File: src/rtl/ov7670_pkg.sv
// ---------------------------------------------------------------------------
// ov7670_pkg
// Shared definitions for the OV7670 classifier back end:
//   - colour and shape code constants produced by the classifier
//   - result_code_t : packed {shape, colour} pair (4 bits)
//   - state_t       : result filter FSM encoding
//   - make_code()   : builds a result_code_t from separate shape/colour codes
// ---------------------------------------------------------------------------
package ov7670_pkg;

  localparam logic [1:0] COLOR_NONE     = 2'b00;
  localparam logic [1:0] COLOR_RED      = 2'b01;
  localparam logic [1:0] COLOR_GREEN    = 2'b10;
  localparam logic [1:0] COLOR_BLUE     = 2'b11;

  localparam logic [1:0] SHAPE_NONE     = 2'b00;
  localparam logic [1:0] SHAPE_SQUARE   = 2'b01;
  localparam logic [1:0] SHAPE_TRIANGLE = 2'b10;
  localparam logic [1:0] SHAPE_OTHER    = 2'b11;

  typedef struct packed {
    logic [1:0] shape;
    logic [1:0] colour;
  } result_code_t;

  typedef enum logic [1:0] {
    ST_IDLE    = 2'd0,
    ST_CAPTURE = 2'd1,
    ST_VOTE    = 2'd2,
    ST_PUBLISH = 2'd3
  } state_t;

  function automatic result_code_t make_code(input logic [1:0] shape,
                                             input logic [1:0] colour);
    result_code_t code;
    code.shape  = shape;
    code.colour = colour;
    return code;
  endfunction

endpackage

File: src/rtl/ov7670_vote_counter.sv
// ---------------------------------------------------------------------------
// ov7670_vote_counter
// History of the last WINDOW frame results plus a sequential match counter.
// i_shift pushes i_code into entry 0 (oldest entry falls out) and bumps the
// fill level, saturating at WINDOW. i_start begins a WINDOW-cycle scan that
// counts the valid entries equal to the newest entry (the newest entry
// counts itself). o_done is high in the last scan cycle; o_match is final
// on the cycle after o_done.
//
// Ports:
//   Pclock    in   pixel clock
//   Reset     in   synchronous, active-high
//   i_flush   in   clear history and fill (idle timeout)
//   i_shift   in   push i_code as the newest entry
//   i_code    in   {shape, colour} result to push
//   i_start   in   restart the match scan
//   o_done    out  last scan cycle
//   o_match   out  number of history entries equal to the newest one
//   o_newest  out  newest history entry
// ---------------------------------------------------------------------------
module ov7670_vote_counter
  import ov7670_pkg::*;
#(
  parameter int WINDOW = 4
) (
  input  logic                        Pclock,
  input  logic                        Reset,
  input  logic                        i_flush,
  input  logic                        i_shift,
  input  result_code_t                i_code,
  input  logic                        i_start,
  output logic                        o_done,
  output logic [$clog2(WINDOW+1)-1:0] o_match,
  output result_code_t                o_newest
);

  localparam int MW = $clog2(WINDOW + 1);
  localparam int IW = (WINDOW > 1) ? $clog2(WINDOW) : 1;

  result_code_t    r_hist [WINDOW];
  logic [MW-1:0]   r_fill;
  logic [MW-1:0]   r_match;
  logic [IW-1:0]   r_idx;
  logic            r_busy;
  logic            w_hit;

  // Entries at or beyond the fill level are stale and never vote.
  assign w_hit    = (MW'(r_idx) < r_fill) && (r_hist[r_idx] == r_hist[0]);
  assign o_done   = r_busy && (r_idx == IW'(WINDOW - 1));
  assign o_match  = r_match;
  assign o_newest = r_hist[0];

  // NOTE: the history is a handful of flops, so it is cleared on reset along
  // with fill; larger storage would normally rely on fill alone and skip it.
  always_ff @(posedge Pclock) begin
    if (Reset || i_flush) begin
      for (int i = 0; i < WINDOW; i++) r_hist[i] <= '0;
      r_fill <= '0;
    end else if (i_shift) begin
      r_hist[0] <= i_code;
      for (int i = 1; i < WINDOW; i++) r_hist[i] <= r_hist[i-1];
      if (r_fill != MW'(WINDOW)) r_fill <= r_fill + MW'(1);
    end
  end

  always_ff @(posedge Pclock) begin
    if (Reset) begin
      r_busy  <= 1'b0;
      r_idx   <= '0;
      r_match <= '0;
    end else if (i_start) begin
      r_busy  <= 1'b1;
      r_idx   <= '0;
      r_match <= '0;
    end else if (r_busy) begin
      if (w_hit) r_match <= r_match + MW'(1);
      if (r_idx == IW'(WINDOW - 1)) r_busy <= 1'b0;
      else                          r_idx  <= r_idx + IW'(1);
    end
  end

endmodule

File: src/rtl/ov7670_result_filter.sv
// ---------------------------------------------------------------------------
// ov7670_result_filter
// Debounces the per-frame classifier result: a {Forma, Promedio} pair is
// published only when at least MIN_AGREE of the last WINDOW frames agree and
// the colour is not COLOR_NONE. The published pair is offered to the SoC
// register bank through a Result_valid / Result_ack handshake.
//
// Build option: OV_FILTER_TIMEOUT_EN
//   defined   - after TIMEOUT_CYCLES Pclock cycles without a frame the history
//               is flushed and Color_out/Shape_out/Result_valid/Stable clear.
//   undefined - no idle counter; outputs hold while the camera is stopped.
//
// Ports:
//   Pclock        in   pixel clock (classifier domain)
//   Reset         in   synchronous, active-high
//   Vsync         in   camera frame sync
//   Promedio      in   classifier colour code
//   Forma         in   classifier shape code
//   Result_ack    in   reader acknowledge (pulse or level)
//   Color_out     out  published colour code
//   Shape_out     out  published shape code
//   Result_valid  out  published result not yet acknowledged
//   Overrun       out  sticky: pending result replaced by a different one
//   Stable        out  newest frame equals the published result
// ---------------------------------------------------------------------------
module ov7670_result_filter
  import ov7670_pkg::*;
#(
  parameter int WINDOW    = 4,
  parameter int MIN_AGREE = 3
`ifdef OV_FILTER_TIMEOUT_EN
  ,
  parameter int TIMEOUT_CYCLES = 2000000
`endif
) (
  input  logic       Pclock,
  input  logic       Reset,
  input  logic       Vsync,
  input  logic [1:0] Promedio,
  input  logic [1:0] Forma,
  input  logic       Result_ack,
  output logic [1:0] Color_out,
  output logic [1:0] Shape_out,
  output logic       Result_valid,
  output logic       Overrun,
  output logic       Stable
);

  localparam int MW = $clog2(WINDOW + 1);

  state_t        r_state;
  logic          r_vs_d;
  logic          r_rise_d;
  logic          r_pending;
  result_code_t  r_code;

  logic          w_rise;
  logic          w_accept;
  logic          w_capture;
  logic          w_done;
  logic [MW-1:0] w_match;
  result_code_t  w_newest;
  result_code_t  w_pub_code;
  logic          w_differs;
  logic          w_publish;
  logic          w_flush;

  // The classifier updates Promedio/Forma on the Vsync rising edge, so the
  // strobe is delayed one cycle before the codes are sampled.
  assign w_rise = Vsync & ~r_vs_d;

  // A strobe is taken unless a frame is already queued. In CAPTURE the queued
  // frame is being consumed on this very edge, so a new one may take its slot.
  assign w_accept  = r_rise_d & (~r_pending | (r_state == ST_CAPTURE));
  assign w_capture = (r_state == ST_CAPTURE);

  assign w_pub_code = make_code(Shape_out, Color_out);
  assign w_differs  = (w_newest != w_pub_code);
  assign w_publish  = (w_match >= MW'(MIN_AGREE))
                   && (w_newest.colour != COLOR_NONE)
                   && (!Result_valid || w_differs);

  ov7670_vote_counter #(
    .WINDOW (WINDOW)
  ) u_vote (
    .Pclock   (Pclock),
    .Reset    (Reset),
    .i_flush  (w_flush),
    .i_shift  (w_capture),
    .i_code   (r_code),
    .i_start  (w_capture),
    .o_done   (w_done),
    .o_match  (w_match),
    .o_newest (w_newest)
  );

`ifdef OV_FILTER_TIMEOUT_EN
  localparam int TW = $clog2(TIMEOUT_CYCLES + 1);

  logic [TW-1:0] r_idle_cnt;

  // Fires on the edge where the count reaches TIMEOUT_CYCLES; the counter
  // then parks there so the flush happens once per silence.
  assign w_flush = !r_rise_d && (r_idle_cnt == TW'(TIMEOUT_CYCLES - 1));

  always_ff @(posedge Pclock) begin
    if (Reset || r_rise_d) begin
      r_idle_cnt <= '0;
    end else if (r_idle_cnt != TW'(TIMEOUT_CYCLES)) begin
      r_idle_cnt <= r_idle_cnt + TW'(1);
    end
  end
`else
  assign w_flush = 1'b0;
`endif

  always_ff @(posedge Pclock) begin
    if (Reset) begin
      r_state      <= ST_IDLE;
      r_vs_d       <= 1'b0;
      r_rise_d     <= 1'b0;
      r_pending    <= 1'b0;
      r_code       <= '0;
      Color_out    <= COLOR_NONE;
      Shape_out    <= SHAPE_NONE;
      Result_valid <= 1'b0;
      Overrun      <= 1'b0;
      Stable       <= 1'b0;
    end else begin
      r_vs_d   <= Vsync;
      r_rise_d <= w_rise;

      if (w_accept) r_code <= make_code(Forma, Promedio);

      // NOTE: non-blocking assignments resolve last-write-wins, so a publish
      // further down overrides this acknowledge clear on the same edge.
      if (Result_ack) Result_valid <= 1'b0;

      case (r_state)
        ST_IDLE: begin
          if (r_rise_d || r_pending) r_state <= ST_CAPTURE;
        end
        ST_CAPTURE: begin
          r_pending <= w_accept;
          r_state   <= ST_VOTE;
        end
        ST_VOTE: begin
          if (w_accept) r_pending <= 1'b1;
          if (w_done)   r_state   <= ST_PUBLISH;
        end
        ST_PUBLISH: begin
          if (w_accept) r_pending <= 1'b1;
          if (w_publish) begin
            Color_out    <= w_newest.colour;
            Shape_out    <= w_newest.shape;
            Result_valid <= 1'b1;
            if (Result_valid) Overrun <= 1'b1;
          end
          // A zero colour on the outputs means nothing has been published,
          // so an all-zero newest code is not "stable" against it.
          Stable  <= w_publish || (!w_differs && (Color_out != COLOR_NONE));
          r_state <= ST_IDLE;
        end
        default: r_state <= ST_IDLE;
      endcase

      if (w_flush) begin
        Color_out    <= COLOR_NONE;
        Shape_out    <= SHAPE_NONE;
        Result_valid <= 1'b0;
        Stable       <= 1'b0;
      end
    end
  end

endmodule

File: config.mk
export PLATFORM = sky130hd
export DESIGN_NAME = ov7670_result_filter
export DESIGN_NICKNAME = d
export VERILOG_FILES = /design/src/rtl/ov7670_pkg.sv /design/src/rtl/ov7670_vote_counter.sv /design/src/rtl/ov7670_result_filter.sv
export SDC_FILE = /design/constraint.sdc
export NUM_CORES = 1
export LEC_CHECK = 0
export CORE_ASPECT_RATIO = 1.25
export CORE_MARGIN = 2
export CORE_UTILIZATION = 41
export DETAILED_ROUTE_END_ITERATION = 10
export PLACE_DENSITY_LB_ADDON = 0.25
export SKIP_LAST_GASP = 1
export SYNTH_ARGS = -nofsm -noshare
export SYNTH_HDL_FRONTEND = slang
export SYNTH_SLANG_ARGS = --single-unit
File: constraint.sdc
create_clock -name Pclock -period 2.2 [get_ports Pclock]
set_input_delay 0.44 -clock Pclock [delete_from_list [all_inputs] [get_ports Pclock]]
set_output_delay 0.44 -clock Pclock [all_outputs]
set_load 0.005 [all_outputs]
### Signal wires by layer

Only two layers are drawn.
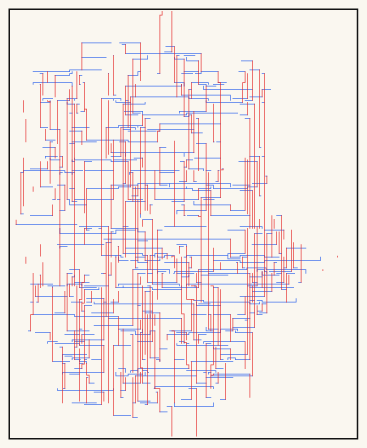
| layer | colour | wire length |
|---|---|---|
| metal 2 | red | 1850 um |
| metal 1 | blue | 1380 um |
wire length reported by the detailed router: 3350 um
global-route total usage across every layer: 14.5%
routed vias: 1236

### Congestion heat map

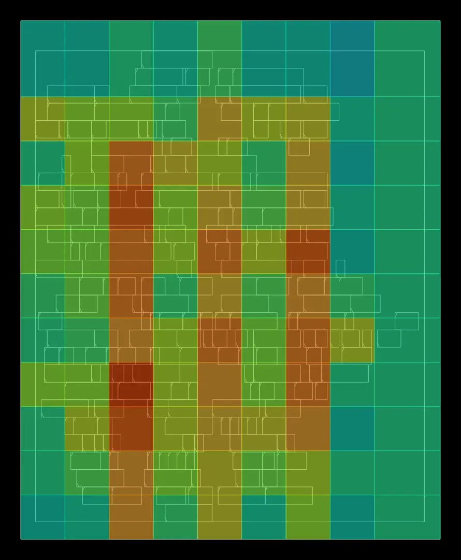
met1 track demand over resource: 15.4%
met3 track utilization from global routing: 4.02%

per-layer routing:
metal / routed length [um] / global-route usage, % / part of all wire (%)
met1: 1380 / 15.4 / 41
met2: 1850 / 26.9 / 55
met3: 94 / 4.02 / 2.8
met4: 25 / 5.63 / 0.75
met5: 0 / 0 / 0
layout by cell type, fill, tap and decap left out, drive strengths merged, types with 6 or more instances in the layout:
master / n
dfxtp: 27
nor2: 22
and2: 16
mux2i: 16
edfxtp: 16
clkdlybuf4s50: 14
ha: 10
inv: 9
xor2: 8
clkbuf: 8
a21oi: 6
xnor2: 6
final cells by class:
class,count,area [um^2]
fillers,421,2220
multi-input cells,118,852
clock buffers,8,80.1
flip-flops and latches,43,1020
inverters,9,33.8
repair buffers,17,175
well taps,58,72.6
==> PnR_summary.wiki <==
== Metrics ==
{| class="wikitable"
! Metric !! Value
|-
| Result of the run || finished, final reports clean
|-
| Relative max-transition margin || 47.7%
|-
| Worst min path class || reg2reg
|-
| Count of antenna-violating nets left after detailed routing || 0
|-
| Top flop regs || u_vote.r_hist (16), r_code (4)
|-
| Final setup skew || 0.00497 ns
|-
| Effective utilization at floorplan || 43.4%
|-
| Final number of hold-violating endpoints || 0
|-
| Register containing the most flip-flops in the final layout || u_vote.r_hist
|-
| Hold Path End || r_rise_d
|-
| Count of pins over their slew limit || 0
|-
| Final-layout worst hold slack || 0.394 ns
|-
| Power of the clock network || 0.462 mW
|-
| Final critical delay including setup and external delays || 1.88 ns
|-
| Number of buffers on the longest clock path || 2
|-
| Worst-case reg-to-reg path depth || 5
|-
| Grt total ovfl || 0
|-
| Number of warnings the tools reported || 30
|-
| End of the worst register-to-register path || Shape_out[1]
|-
| Worst Max-Slew Pin Slew || 0.783 ns
|-
| Final-report setup violation count || 0
|-
| Worst setup slack after layout || 0.320 ns
|-
| Chain of cells forming the critical path || xor2_1, nor4_1, a211o_1, mux2i_1, nor2_1
|-
| Flip-flops with a built-in enable || 16
|-
| Number of max-cap violations || 0
|-
| CTS tree || built
|-
| Setup slack, reg-to-reg || 0.32 ns
|-
| Yosys-reported design area after synthesis || 1940 um^2
|-
| Number of antenna violations at the first check in global routing || 0
|-
| Final total power || 2.07 mW
|-
| Top post-synthesis cells by count || sky130_fd_sc_hd__dfxtp_1, sky130_fd_sc_hd__nor2_1, sky130_fd_sc_hd__and2_1, sky130_fd_sc_hd__edfxtp_1, sky130_fd_sc_hd__mux2i_1
|-
| Seq/Total Area, Yosys || 52.7%
|-
| Registers, synthesis || 43
|-
| Average detailed-routed wire length per instance || 13.3 um
|-
| Cell area after synthesis || 1940 um^2
|-
| Number of cell instances after yosys synthesis || 177
|-
| Post-layout net count || 212
|-
| Standard cell with the maximum stage delay on the critical path || sky130_fd_sc_hd__edfxtp_1
|-
| Highest ir drop seen on vdd || 0.000616 V
|-
| Netlist cell types || 32
|-
| DIE WIDTH || 65.5 um
|-
| Worst R2R Start || u_vote.r_hist[0][0]
|-
| Number of optimization iterations in the first detailed-route pass || 6
|-
| Clock Root Buffer || sky130_fd_sc_hd__clkbuf_8
|-
| Synthesized instance count || 177
|-
| CTS sink count || 43
|-
| Internal Dissipation || 1.44 mW
|}
No activity file was given, so power comes from the tool's default toggle rates.
